File: config.mk
export PLATFORM = sky130hd
export DESIGN_NAME = mem_access
export DESIGN_NICKNAME = d
export VERILOG_FILES = /design/src/rtl/mem_access_pkg.sv /design/src/rtl/mem_ld_ext.sv /design/src/rtl/mem_access.sv
export SDC_FILE = /design/constraint.sdc
export NUM_CORES = 1
export LEC_CHECK = 0
export CORE_ASPECT_RATIO = 1.1
export CORE_MARGIN = 2
export CORE_UTILIZATION = 40
export DETAILED_ROUTE_END_ITERATION = 16
export PLACE_DENSITY = 0.78
export SLEW_MARGIN = 20
export SYNTH_ARGS = -nofsm -noshare
export SYNTH_HDL_FRONTEND = slang
export SYNTH_SLANG_ARGS = --single-unit
File: constraint.sdc
create_clock -name clk -period 4.94 [get_ports clk]
set_input_delay 1.235 -clock clk [delete_from_list [all_inputs] [get_ports clk]]
set_output_delay 1.235 -clock clk [all_outputs]
set_load 0.01 [all_outputs]
File: src/rtl/mem_access_pkg.sv
// Shared definitions for the MEM stage: register-bus widths, memory op encodings and access-size decode.
package mem_access_pkg;

    localparam int REG_BUS_W  = 32;
    localparam int REG_ADDR_W = 5;

    localparam logic [7:0] MEM_NOP = 8'h00;
    localparam logic [7:0] EX_LB   = 8'hE0;
    localparam logic [7:0] EX_LH   = 8'hE1;
    localparam logic [7:0] EX_LW   = 8'hE3;
    localparam logic [7:0] EX_LBU  = 8'hE4;
    localparam logic [7:0] EX_LHU  = 8'hE5;
    localparam logic [7:0] EX_SB   = 8'hE8;
    localparam logic [7:0] EX_SH   = 8'hE9;
    localparam logic [7:0] EX_SW   = 8'hEB;

    function automatic logic [2:0] op_size(input logic [7:0] op);
        case (op)
            EX_LB, EX_LBU, EX_SB: op_size = 3'd1;
            EX_LH, EX_LHU, EX_SH: op_size = 3'd2;
            EX_LW, EX_SW:         op_size = 3'd4;
            default:              op_size = 3'd0;
        endcase
    endfunction

    function automatic logic op_is_load(input logic [7:0] op);
        case (op)
            EX_LB, EX_LBU, EX_LH, EX_LHU, EX_LW: op_is_load = 1'b1;
            default:                             op_is_load = 1'b0;
        endcase
    endfunction

    function automatic logic op_is_store(input logic [7:0] op);
        case (op)
            EX_SB, EX_SH, EX_SW: op_is_store = 1'b1;
            default:             op_is_store = 1'b0;
        endcase
    endfunction

endpackage

File: src/rtl/mem_ld_ext.sv
// Load extender: turns the little-endian assembled load buffer into the writeback word.
module mem_ld_ext
    import mem_access_pkg::*;
(
    input  logic [7:0]           i_aluop,
    input  logic [REG_BUS_W-1:0] i_buf,
    output logic [REG_BUS_W-1:0] o_wdata
);

    // Sign or zero extend according to the load flavour
    always_comb begin
        o_wdata = 32'h0000_0000;
        case (i_aluop)
            EX_LB:   o_wdata = {{24{i_buf[7]}}, i_buf[7:0]};
            EX_LBU:  o_wdata = {24'h00_0000, i_buf[7:0]};
            EX_LH:   o_wdata = {{16{i_buf[15]}}, i_buf[15:0]};
            EX_LHU:  o_wdata = {16'h0000, i_buf[15:0]};
            EX_LW:   o_wdata = i_buf;
            default: o_wdata = 32'h0000_0000;
        endcase
    end

endmodule

File: src/rtl/mem_access.sv
// MEM pipeline stage: byte-serial little-endian loads/stores over a shared byte port, stalling until done.
// Optional build macro MEM_ALIGN_CHECK_EN rejects misaligned halfword/word accesses with a misalign_o pulse.
module mem_access
    import mem_access_pkg::*;
#(
    parameter int RD_LAT = 1
) (
    input  logic                  clk,
    input  logic                  rst,
    input  logic [7:0]            aluop_i,
    input  logic [31:0]           mem_addr_i,
    input  logic [REG_BUS_W-1:0]  wdata_i,
    input  logic [REG_ADDR_W-1:0] wd_i,
    input  logic                  wreg_i,
    input  logic                  mem_gnt_i,
    input  logic [7:0]            mem_din_i,
    output logic [31:0]           mem_a_o,
    output logic [7:0]            mem_dout_o,
    output logic                  mem_wr_o,
    output logic                  mem_req_o,
    output logic                  stall_o,
    output logic [REG_ADDR_W-1:0] wd_o,
    output logic                  wreg_o,
    output logic [REG_BUS_W-1:0]  wdata_o,
    output logic                  misalign_o
);

    typedef enum logic [1:0] {
        ST_IDLE = 2'd0,
        ST_BUSY = 2'd1,
        ST_DONE = 2'd2
    } state_t;

    state_t              r_state;
    state_t              w_state_nxt;
    logic [2:0]          r_issued;
    logic [2:0]          r_recv;
    logic [31:0]         r_buf;
    logic [RD_LAT-1:0]   r_rd_pipe;

    logic [2:0]  w_size;
    logic        w_load;
    logic        w_store;
    logic        w_memop;
    logic        w_misalign;
    logic        w_start;
    logic        w_active;
    logic        w_req;
    logic        w_fire;
    logic        w_cap;
    logic        w_done_nxt;
    logic [31:0] w_ld_data;

    assign w_size  = op_size(aluop_i);
    assign w_load  = op_is_load(aluop_i);
    assign w_store = op_is_store(aluop_i);
    assign w_memop = w_load || w_store;

`ifdef MEM_ALIGN_CHECK_EN
    assign w_misalign = (((aluop_i == EX_LH) || (aluop_i == EX_LHU) || (aluop_i == EX_SH)) && mem_addr_i[0])
                     || (((aluop_i == EX_LW) || (aluop_i == EX_SW)) && (mem_addr_i[1:0] != 2'b00));
`else
    assign w_misalign = 1'b0;
`endif

    // The first byte is already requested in the IDLE cycle that sees the op, which sets the latency.
    assign w_start    = (r_state == ST_IDLE) && w_memop && !w_misalign;
    assign w_active   = w_start || (r_state == ST_BUSY);
    assign w_req      = w_active && (r_issued < w_size);
    assign w_fire     = w_req && mem_gnt_i;
    assign w_cap      = r_rd_pipe[RD_LAT-1];
    assign w_done_nxt = w_store ? ((r_issued + {2'b00, w_fire}) == w_size)
                                : ((r_recv + {2'b00, w_cap}) == w_size);

    mem_ld_ext u_ld_ext (
        .i_aluop (aluop_i),
        .i_buf   (r_buf),
        .o_wdata (w_ld_data)
    );

    // State register
    always_ff @(posedge clk or negedge rst) begin
        if (!rst) begin
            r_state <= ST_IDLE;
        end else begin
            r_state <= w_state_nxt;
        end
    end

    // Next-state decode
    always_comb begin
        w_state_nxt = r_state;
        case (r_state)
            ST_IDLE: begin
                if (w_start) begin
                    w_state_nxt = w_done_nxt ? ST_DONE : ST_BUSY;
                end else begin
                    w_state_nxt = ST_IDLE;
                end
            end
            ST_BUSY: begin
                if (w_done_nxt) begin
                    w_state_nxt = ST_DONE;
                end else begin
                    w_state_nxt = ST_BUSY;
                end
            end
            ST_DONE: w_state_nxt = ST_IDLE;
            default: w_state_nxt = ST_IDLE;
        endcase
    end

    // Byte counters, read-return tracking and load assembly buffer
    always_ff @(posedge clk or negedge rst) begin
        if (!rst) begin
            r_issued  <= 3'd0;
            r_recv    <= 3'd0;
            r_buf     <= 32'h0000_0000;
            r_rd_pipe <= '0;
        end else if (r_state == ST_DONE) begin
            r_issued  <= 3'd0;
            r_recv    <= 3'd0;
            r_buf     <= 32'h0000_0000;
            r_rd_pipe <= '0;
        end else begin
            if (w_fire) begin
                r_issued <= r_issued + 3'd1;
            end else begin
                r_issued <= r_issued;
            end
            if (w_cap) begin
                r_recv                               <= r_recv + 3'd1;
                r_buf[{r_recv[1:0], 3'b000} +: 8]    <= mem_din_i;
            end else begin
                r_recv <= r_recv;
            end
            r_rd_pipe <= (r_rd_pipe << 1'b1) | RD_LAT'(w_fire && w_load);
        end
    end

    // Output decode; reset forces every output low without waiting for a clock
    always_comb begin
        mem_a_o    = 32'h0000_0000;
        mem_dout_o = 8'h00;
        mem_wr_o   = 1'b0;
        mem_req_o  = 1'b0;
        stall_o    = 1'b0;
        wd_o       = 5'd0;
        wreg_o     = 1'b0;
        wdata_o    = 32'h0000_0000;
        misalign_o = 1'b0;
        if (!rst) begin
            mem_req_o = 1'b0;
        end else if (!w_memop) begin
            wd_o    = wd_i;
            wreg_o  = wreg_i && (wd_i != 5'd0);
            wdata_o = wdata_i;
        end else begin
            case (r_state)
                ST_IDLE, ST_BUSY: begin
                    stall_o    = w_active;
                    misalign_o = (r_state == ST_IDLE) && w_misalign;
                    mem_req_o  = w_req;
                    if (w_req) begin
                        mem_a_o    = mem_addr_i + {29'd0, r_issued};
                        mem_wr_o   = w_store;
                        mem_dout_o = w_store ? wdata_i[{r_issued[1:0], 3'b000} +: 8] : 8'h00;
                    end else begin
                        mem_a_o = 32'h0000_0000;
                    end
                end
                ST_DONE: begin
                    wd_o    = wd_i;
                    wreg_o  = w_load && wreg_i && (wd_i != 5'd0);
                    wdata_o = w_load ? w_ld_data : 32'h0000_0000;
                end
                default: stall_o = 1'b0;
            endcase
        end
    end

endmodule

==> results_slide.txt <==
Physical Implementation Snapshot

Outcome
  – Outcome: completed

Floorplanning
  – # rows: 37
  – Initial Util: 0.406
  – Die height: 106 um

Finish
  – Core Util, Final: 0.649
  – Most frequent cells in the layout: clkdlybuf4s50_1, nand2_1, nor2_1

Clocking
  – Deepest clock path buffer count: 2
  – CTS buffer count: 5
  – Clock sink count: 41
  – CTS tree: done
  – Worst-path clk slew: 70 ps
  – Hold_buf cts: 0

Placed design
  – Final Wtd Congestion: 0.974
  – Placed cell count: roughly 750
  – Post-placement cell area: 0.00579 mm^2
  – HPWL after DPL: 9.82 mm
  – Place WS: -491 ps

Hold path
  – Hold Path Sink: r_buf[18]$_DFFE_PN0P_
  – Worst hold path type: reg2reg

Global route
  – Initial antenna violation count: 1
  – Largest net degree at the start of global routing: about 54

Critical path
  – Setup slack, reg-to-reg: 1400 ps
  – Crit path DAT: 3680 ps
  – FF-to-FF End: r_state[0]$_DFF_PN0_
  – Kind of critical path: in2out

Synthesis
  – Logic family by area: simple AND/OR/NAND/NOR gates
  – Flops after synth: 41
  – Total of warnings raised by yosys: 0
  – Yosys simple share: 0.268
  – Flip-flops with a built-in enable: 0
  – Synth Instances: 458
  – FFs w/ async S/R, synth: 1.00
  – Post-synthesis cell type count: roughly 52
  – Yosys chip area: 0.00376 mm^2

Drt
  – Wire length per cell: 16.8 um
  – Via count: 4285
  – DRT iter0 DRCs: approximately 240

Timing
  – Slew Limit Fails: 0
  – Period utilisation layout: 0.995
  – Max_slew headroom: 0.355
  – Worst Skew: 4.12 ps
  – Post-layout min period: 4910 ps

Power
  – Comb pwr: 283 uW
  – Clock Power Share: 0.251
  – P_int: around 600 uW
  – P_sw: 236 uW
  – Sequential Power Share: 0.409
  – Worst vdd ir: 0.101 mV
-- sequential cells by signal, summed over array words and instances, names as in the netlist --
name       flops
r_recv         3
r_state        2
r_buf         32
r_rd_pipe      1
r_issued       3
-- worst max-delay path by stage --
stage / from / to / depth (start not counted)
CTS: aluop_i[4] / mem_a_o[13] / 12
detailed placement: aluop_i[4] / mem_dout_o[7] / 11
finish: aluop_i[4] / mem_a_o[13] / 13
global placement: aluop_i[4] / mem_dout_o[2] / 11
global route: aluop_i[0] / wdata_o[9] / 10
floorplan: aluop_i[4] / mem_dout_o[0] / 9
-- area by class of cell --
| cell class | instances | area (um^2) |
|---|---|---|
| Clock inverter | 2 | 10.0 |
| Tap cell | 117 | 146 |
| Antenna cell | 1 | 2.50 |
| Clock buffer | 6 | 72.6 |
| Timing Repair Buffer | 220 | 1980 |
| Multi-Input combinational cell | 380 | 2740 |
| Fill cell | 763 | 3250 |
| Inverter | 11 | 41.3 |
| Sequential cell | 41 | 1030 |
-- synth_stat cells, types with 2 or more instances --
master | instances | area (um^2)
nand2_1 | 49 | 184
a21o_1 | 2 | 15.0
a22oi_1 | 8 | 60.1
ha_1 | 13 | 163
and2_1 | 22 | 138
and4_1 | 5 | 43.8
nand2b_1 | 2 | 12.5
a41oi_1 | 2 | 17.5
xnor2_1 | 17 | 149
buf_4 | 2 | 15.0
mux2i_1 | 3 | 30.0
nand4_1 | 5 | 31.3
nor2_1 | 48 | 180
or2_2 | 2 | 12.5
xor2_1 | 19 | 166
inv_1 | 10 | 37.5
a21oi_1 | 35 | 175
dfrtp_1 | 41 | 1030
mux4_2 | 8 | 180
nand3_1 | 14 | 70.1
buf_2 | 8 | 40.0
and3_1 | 12 | 75.1
nor3_1 | 5 | 25.0
nor2b_1 | 20 | 125
o2111ai_1 | 2 | 17.5
a22o_1 | 32 | 280
nor4_1 | 2 | 12.5
clkbuf_1 | 14 | 52.6
a2111oi_4 | 2 | 55.1
clkbuf_2 | 2 | 10.0
o21ai_0 | 29 | 145
or3_1 | 2 | 12.5
o211ai_1 | 2 | 15.0
-- worst max-delay path, cell delays in order --
cell and delay [ps]:
clkdlybuf4s50_1 420, nand4b_4 200, buf_6 160, nor2_4 90, nand3_1 150, ha_4 200
nor3_2 150, and4_4 280, o2111ai_4 190, buf_12 200, buf_16 140, nor2_1 120
clkbuf_2 140
-- layer usage --
| metal | track usage | vias up | routed length, um | share of wire |
|---|---|---|---|---|
| met4 | 0.0744 | 0 | 289 | 0.022 |
| met2 | 0.433 | 207 | 6590 | 0.50 |
| met3 | 0.0386 | 24 | 987 | 0.076 |
| met5 | 0 | - | 0 | 0 |
| li1 | - | 2037 | - | - |
| met1 | 0.316 | 2017 | 5200 | 0.40 |
-- cell families after synthesis --
| kind of cell | after synthesis |
|---|---|
| muxes | 12 |
| and+or+nand+nor | 196 |
| other | 1 |
| xor gates and xnor gates | 36 |
| DFF | 41 |
| buffers and inverters | 38 |
| adders and majority gates | 14 |
| AOI/OAI and AO/OA | 120 |
-- timing repair --
item | CTS | global route
endpoints found under the setup margin | 43 | 61
setup buffers | 6 | 7
gates cloned | 3 | 0
resized | 88 | 89
pin swaps | 3 | 5
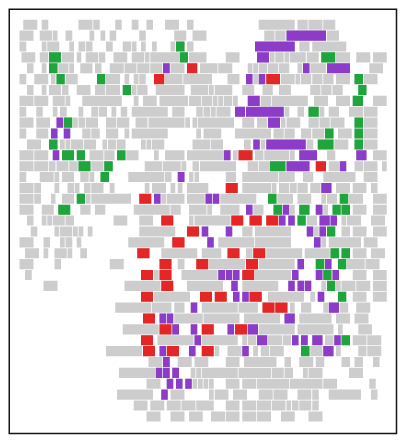
(images/gates.png)
Drawn at 4 px/um.
- non-inverting ao/oa cells: red (cells 37)
- aoi and oai cells: purple (cells 83)
- and/or cells: green (cells 45)
Commonest Layout Cell: clkdlybuf4s50_1
final cell count without fillers: 778

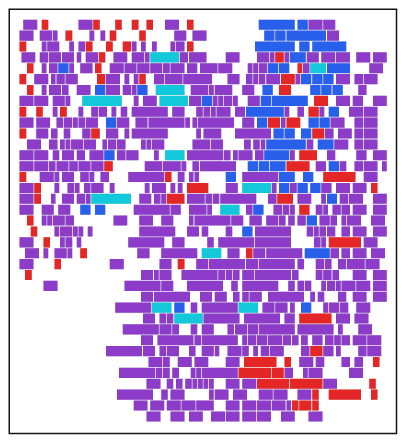
(images/sizing.png)
Drawn at 4 px/um.
- x3 and x4: blue (cells 57; share 8.6%)
- x2: red (cells 73; share 11%)
- x6 and larger: cyan (cells 13; share 2.0%)
- x1 and smaller: purple (cells 517; share 78%)
P&R area growth vs syn: 59.9%
non-clock buffer count: 220
Worst Slack Setup Final: 26.3 ps

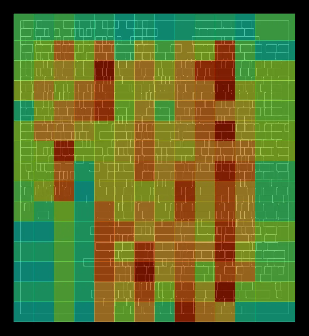
(images/congestion_map.png)
met3 Usage GRT: 0.0386
met1 Use GR: 0.316

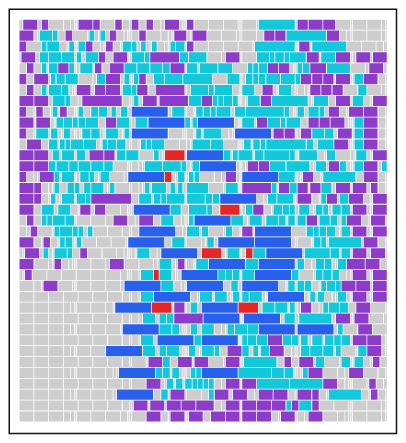
(images/class_map.png)
Drawn at 4 px/um. Fill, decap, tap and diode cells in grey.
- remaining buffers and delay cells: purple (cells 220; share of their area 34%)
- remaining logic cells: cyan (cells 391; share of their area 47%)
- clock drivers and dummy loads: red (cells 8; share of their area 1.4%)
- registers: blue (cells 41; share of their area 17%)

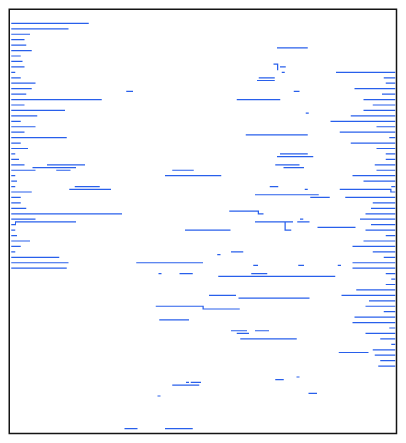
(images/m3.png)
Drawn at 4 px/um.
- share of all routed wire: 7.6%
- longest straight run: 29.0 um
- nets with wire on the layer: 148
- wire length on this layer: 987 um

Power and IR drop assume default switching activity.
